--- config.mk ---
export PLATFORM = sky130hd
export DESIGN_NAME = mod_counter
export DESIGN_NICKNAME = d
export VERILOG_FILES = /design/src/rtl/counter_pkg.sv /design/src/rtl/counter_prescaler.sv /design/src/rtl/mod_counter.sv
export SDC_FILE = /design/constraint.sdc
export NUM_CORES = 1
export LEC_CHECK = 0
export ABC_AREA = 0
export CAP_MARGIN = 20
export CORE_AREA = 8 8 45 47
export DETAILED_ROUTE_END_ITERATION = 7
export DIE_AREA = 0 0 53 55
export SLEW_MARGIN = 30
export SYNTH_ARGS = -nofsm -noshare
export SYNTH_HDL_FRONTEND = slang
export SYNTH_SLANG_ARGS = --single-unit
--- constraint.sdc ---
create_clock -name clk -period 2.06 [get_ports clk]
set_clock_uncertainty 0.15 [all_clocks]
set_input_delay 0.412 -clock clk [delete_from_list [all_inputs] [get_ports clk]]
set_output_delay 0.412 -clock clk [all_outputs]
set_load 0.1 [all_outputs]
--- src/rtl/counter_pkg.sv ---
// ============================================================================
//  Module      : counter_pkg
//  Description : Shared defaults and direction encoding for mod_counter.
//  Revision    : 1.0 - initial release
// ============================================================================
`default_nettype none

package counter_pkg;

    localparam int unsigned DEF_WIDTH    = 4;
    localparam int unsigned DEF_MAX_VAL  = 15;
    localparam int unsigned DEF_PRESCALE = 1;

    typedef enum logic {
        DIR_DOWN = 1'b0,
        DIR_UP   = 1'b1
    } dir_e;

endpackage : counter_pkg

`default_nettype wire

--- src/rtl/counter_prescaler.sv ---
// ============================================================================
//  Module      : counter_prescaler
//  Description : Divides enabled cycles by PRESCALE; step marks the last phase.
//  Revision    : 1.0 - initial release
// ============================================================================
`default_nettype none

module counter_prescaler
    import counter_pkg::*;
#(
    parameter int unsigned PRESCALE = DEF_PRESCALE
) (
    input  logic clk,
    input  logic rst,
    input  logic en,
    input  logic clr,
    output logic step
);

    generate
        if (PRESCALE <= 1) begin : g_bypass
            // No phase state needed: every enabled, non-cleared cycle steps.
            logic unused_ok;
            assign unused_ok = clk ^ rst;
            assign step      = en & ~clr;
        end else begin : g_div
            localparam int unsigned     c_PW   = $clog2(PRESCALE);
            localparam logic [c_PW-1:0] c_LAST = c_PW'(PRESCALE - 1);

            logic [c_PW-1:0] phase_q;
            logic [c_PW-1:0] phase_d;

            always_comb begin
                phase_d = phase_q;
                if (clr) begin
                    phase_d = '0;
                end else if (en) begin
                    phase_d = (phase_q == c_LAST) ? '0 : phase_q + c_PW'(1);
                end
            end

            always_ff @(posedge clk) begin
                if (rst) begin
                    phase_q <= '0;
                end else begin
                    phase_q <= phase_d;
                end
            end

            assign step = en & ~clr & (phase_q == c_LAST);
        end
    endgenerate

endmodule : counter_prescaler

`default_nettype wire

--- src/rtl/mod_counter.sv ---
// ============================================================================
//  Module      : mod_counter
//  Description : Up/down modulo counter with load, prescaler, tc and wrap.
//                Define COUNTER_SAT_EN to saturate at the bounds instead of
//                wrapping.
//  Revision    : 1.0 - initial release
// ============================================================================
`default_nettype none

module mod_counter
    import counter_pkg::*;
#(
    parameter int unsigned WIDTH    = DEF_WIDTH,
    parameter int unsigned MAX_VAL  = DEF_MAX_VAL,
    parameter int unsigned PRESCALE = DEF_PRESCALE
) (
    input  logic             clk,
    input  logic             rst,
    input  logic             en,
    input  logic             up,
    input  logic             load,
    input  logic [WIDTH-1:0] load_val,
    output logic [WIDTH-1:0] count,
    output logic             tc,
    output logic             wrap
);

    generate
        if (WIDTH < 1 || WIDTH > 32) begin : g_bad_width
            $error("mod_counter: WIDTH must be in 1..32");
        end
        if (64'(MAX_VAL) > ((64'd1 << WIDTH) - 64'd1)) begin : g_bad_max
            $error("mod_counter: MAX_VAL exceeds 2**WIDTH-1");
        end
        if (PRESCALE < 1) begin : g_bad_prescale
            $error("mod_counter: PRESCALE must be at least 1");
        end
    endgenerate

    localparam logic [WIDTH-1:0] c_MAX = WIDTH'(MAX_VAL);
`ifdef COUNTER_SAT_EN
    localparam bit c_SAT = 1'b1;
`else
    localparam bit c_SAT = 1'b0;
`endif

    logic [WIDTH-1:0] count_q;
    logic [WIDTH-1:0] count_d;
    logic             wrap_q;
    logic             wrap_d;
    logic [WIDTH-1:0] eff_w;
    logic             step_w;
    dir_e             dir_w;

    assign dir_w = dir_e'(up);

    counter_prescaler #(
        .PRESCALE (PRESCALE)
    ) u_prescaler (
        .clk  (clk),
        .rst  (rst),
        .en   (en),
        .clr  (load),
        .step (step_w)
    );

    // Out-of-range counts behave as the terminal value on a step.
    assign eff_w = (count_q > c_MAX) ? c_MAX : count_q;

    always_comb begin
        count_d = count_q;
        wrap_d  = 1'b0;
        if (load) begin
            count_d = (load_val > c_MAX) ? c_MAX : load_val;
        end else if (step_w) begin
            if (dir_w == DIR_UP) begin
                if (eff_w < c_MAX) begin
                    count_d = eff_w + WIDTH'(1);
                end else if (c_SAT) begin
                    count_d = c_MAX;
                end else begin
                    count_d = '0;
                    wrap_d  = 1'b1;
                end
            end else begin
                if (eff_w != '0) begin
                    count_d = eff_w - WIDTH'(1);
                end else if (c_SAT) begin
                    count_d = '0;
                end else begin
                    count_d = c_MAX;
                    wrap_d  = 1'b1;
                end
            end
        end
    end

    always_ff @(posedge clk) begin
        if (rst) begin
            count_q <= '0;
            wrap_q  <= 1'b0;
        end else begin
            count_q <= count_d;
            wrap_q  <= wrap_d;
        end
    end

    assign count = count_q;
    assign wrap  = wrap_q;
    assign tc    = ((dir_w == DIR_UP)   && (count_q == c_MAX)) ||
                   ((dir_w == DIR_DOWN) && (count_q == '0));

endmodule : mod_counter

`default_nettype wire

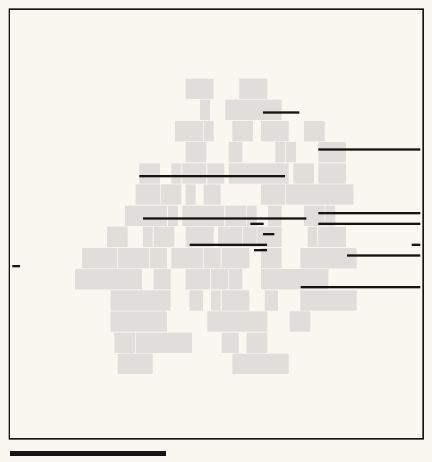
**Above:** metal 3.
Scale bar: 20 um.
The wires run mostly horizontal. The longest straight run is 20.7 um. 13 nets have wire on it. The layer holds 10% of the routed length. The layer carries 121 um of wire.
GRT met3 Usage: 2.67%
total wire length after detailed routing: 1190 um

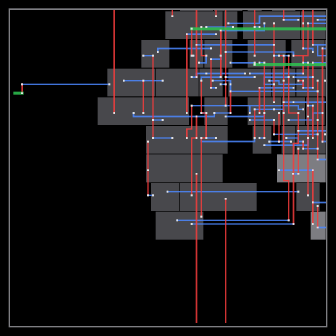
**Above:** a small window of the routed layout.
Window x 0 to 30, y 0 to 30 um. Cells in grey, sequential cells in the stronger grey; small squares are vias.
M1: shown in blue. M2: shown in red. M3: shown in green.
Netlist names of flops here include count (1). 30 logic cells have their middle in the window. Most frequent: inv_1 (3), buf_4 (3), buf_12 (2). Sequential cells in the window: 1.

==> flow_metrics.tcl <==
# implementation run metrics
set metrics [dict create \
    wire_length_of_the_first_global_routing_pass_um 1960 \
    n_clock_buffer 4 \
    final.min_clock_period_ps 2020 \
    synth.ff_latch_count 5 \
    cts_max_path_buffers 2 \
    ff_latch_area_um2 110 \
    met1_layer_usage_reported_by_global_route_pct 10.9 \
    sw_frac_of_total_pct 37.6 \
    layout.area.top_class "combinational gates" \
    postPlaceCellArea_um2 657 \
    worst_hold_path_class "reg -> reg" \
    crit_chain "buf_4 > ha_1 > a41o_4 > buf_12" \
    vias_in_the_first_global_route 433 \
    holdBufCountCts 0 \
    layoutNonFillerInstCount 89 \
    clk_share_pct 3.60 \
    r2r_start "count[0]$_SDFFE_PP0P_" \
    total_power_uw 440 \
    ys_area_um2 398 \
    hold_end "count[3]$_SDFFE_PP0P_" \
    globalRouteTotalUtil_pct 9.02 \
    setup_viol_count_final 0 \
    netlist_cell_types 31 \
    total_switching_power_uw 165 \
    grt.met2_usage_pct 12.7 \
    clock_power_uw 113 \
    fp_util_pct 28.8 \
    postSynthAreaPerCell_um2 8.29 \
    fin_nets 85 \
    chip_area_um2 2920 \
    sequential_cell_total 5 \
    final_antenna_net_count 0 \
    ys_top_cells_by_area "dfxtp_1 (25%), inv_1 (7.5%), ha_1 (6.3%), a21oi_1 (5.0%), a221oi_1 (4.4%)" \
    pwr-share-clk_pct 25.6 \
    synth.yosys.num_cells 48 \
    area.share.sequential_pct 15.1 \
    nonclk_inv_count 8 \
    internal-power_uw 275 \
    crit_path_max_incr_delay_ps 340 \
    grt_antenna_before_repair 0 \
    global_route.overflow_total 0 \
    placeableCoreArea_um2 1380 \
    r2r_end "count[2]$_SDFFE_PP0P_" \
    fp-row-count 14 \
    yosysSeqAreaShare_pct 25.2 \
    dp.cells 82 \
    ys.warnings.count 0 \
    number_of_h_tree_levels 1 \
    cp_data_required_time_ps 1500 \
    fillers 137 \
    tapCellCount 16 \
    gp_congestion 0.817 \
    path_depth 4 \
    netlist.area_leader.share_pct 25.2 \
    clockRootBuffer "clkbuf_4" \
    comb_cells 32 \
    finalWorstSetupSlack_ps 44.2 \
    num_antenna_cells 0 \
    pwr-share-comb_pct 48.0 \
    netlist_area_um2 398 \
    postSynth.asyncResetShare_pct 0 \
    maxCapViolations 0 \
    post-route-drc-count 0 \
    worst_path_cell_with_the_longest_stage_delay "dfxtp_4" \
    pwr_per_cell_area_nw_per_um2 603 \
    via_per_inst 5.01 \
    period_used_pct 97.9 \
    ys_dominant_reg_cell "dfxtp_1" \
    comb_power_uw 211 \
    power.largest_group "combinational cells" \
    worst-r2r-setup-slack_ps 290 \
    clock_sinks 5 \
    stdcell_area_um2 729 \
    clock.fmax_mhz 496 \
    hold_violations 0 \
    powerSeq_uw 116 \
    tightestPinTransition_ps 312 \
    hold_start "count[3]$_SDFFE_PP0P_" \
    synthesis.nets 59 \
    cell_accounting_for_the_most_synthesized_area "dfxtp_1" \
    layout.nonclk_buf_share_pct 36.9 \
    power_frac_seq_pct 26.3 \
    maxSlewViolCount 0 \
    drt_iter0_drc 13 \
    timing.critical_path.arrival_ps 1450 \
    run_status "completed" \
]
registers in the layout, indices dropped and copies added, names as in the netlist:
signal and count:
wrap 1, count 4
metal layers:
layer  vias up  share of wire (%)  routed length [um]
met4         0                1.3                  15
met2        19                 49                 580
met1       196                 40                 472
met5         -                  0                   0
li1        229                  -                   -
met3         2                 10                 121
cell families (layout without fill, tap and decap cells):
kind of cell / Yosys count / after routing / synth area share, %
flip-flops: 5 / 5 / 25.2
adder cells (fa/ha/maj): 2 / 2 / 6.29
AND-OR/OR-AND: 14 / 14 / 27.4
buffers and inverters: 11 / 36 / 12.9
multiplexers: 1 / 1 / 3.77
AND/OR/NAND/NOR: 14 / 14 / 22.3
XOR/XNOR: 1 / 1 / 2.20
worst max-delay path by stage:
stage	startpoint	end	slack, ps
6_report	count[0]$_SDFFE_PP0P_	tc	40
5_1_grt	count[0]$_SDFFE_PP0P_	tc	-3
4_1_cts	up	tc	2
3_5_place_dp	up	count[2]$_SDFFE_PP0P_	-70
3_3_place_gp	up	count[2]$_SDFFE_PP0P_	-40
2_1_floorplan	count[2]$_SDFFE_PP0P_	tc	20
repair_timing:
item / 4_1_cts / 5_1_grt
setup buffers: 4 / 0
resized: 2 / 3
setup endpoints to repair: 1 / 1
hold endpoints to repair: 0 / 0
gates cloned: 0 / 0
pin swaps: 1 / 0
layout by cell type (no fill, tap or decap), types with 2 or more instances in the layout:
| master | netlist | routed |
|---|---|---|
| nand2_1 | 2 | 2 |
| dfxtp_2 | 0 | 2 |
| buf_12 | 0 | 5 |
| inv_1 | 8 | 8 |
| buf_4 | 0 | 10 |
| clkdlybuf4s50_1 | 0 | 7 |
| clkbuf_4 | 0 | 3 |
| a21oi_1 | 4 | 4 |
| a221oi_1 | 2 | 2 |
| dfxtp_4 | 0 | 2 |
No activity file was given, so power comes from the tool's default toggle rates.
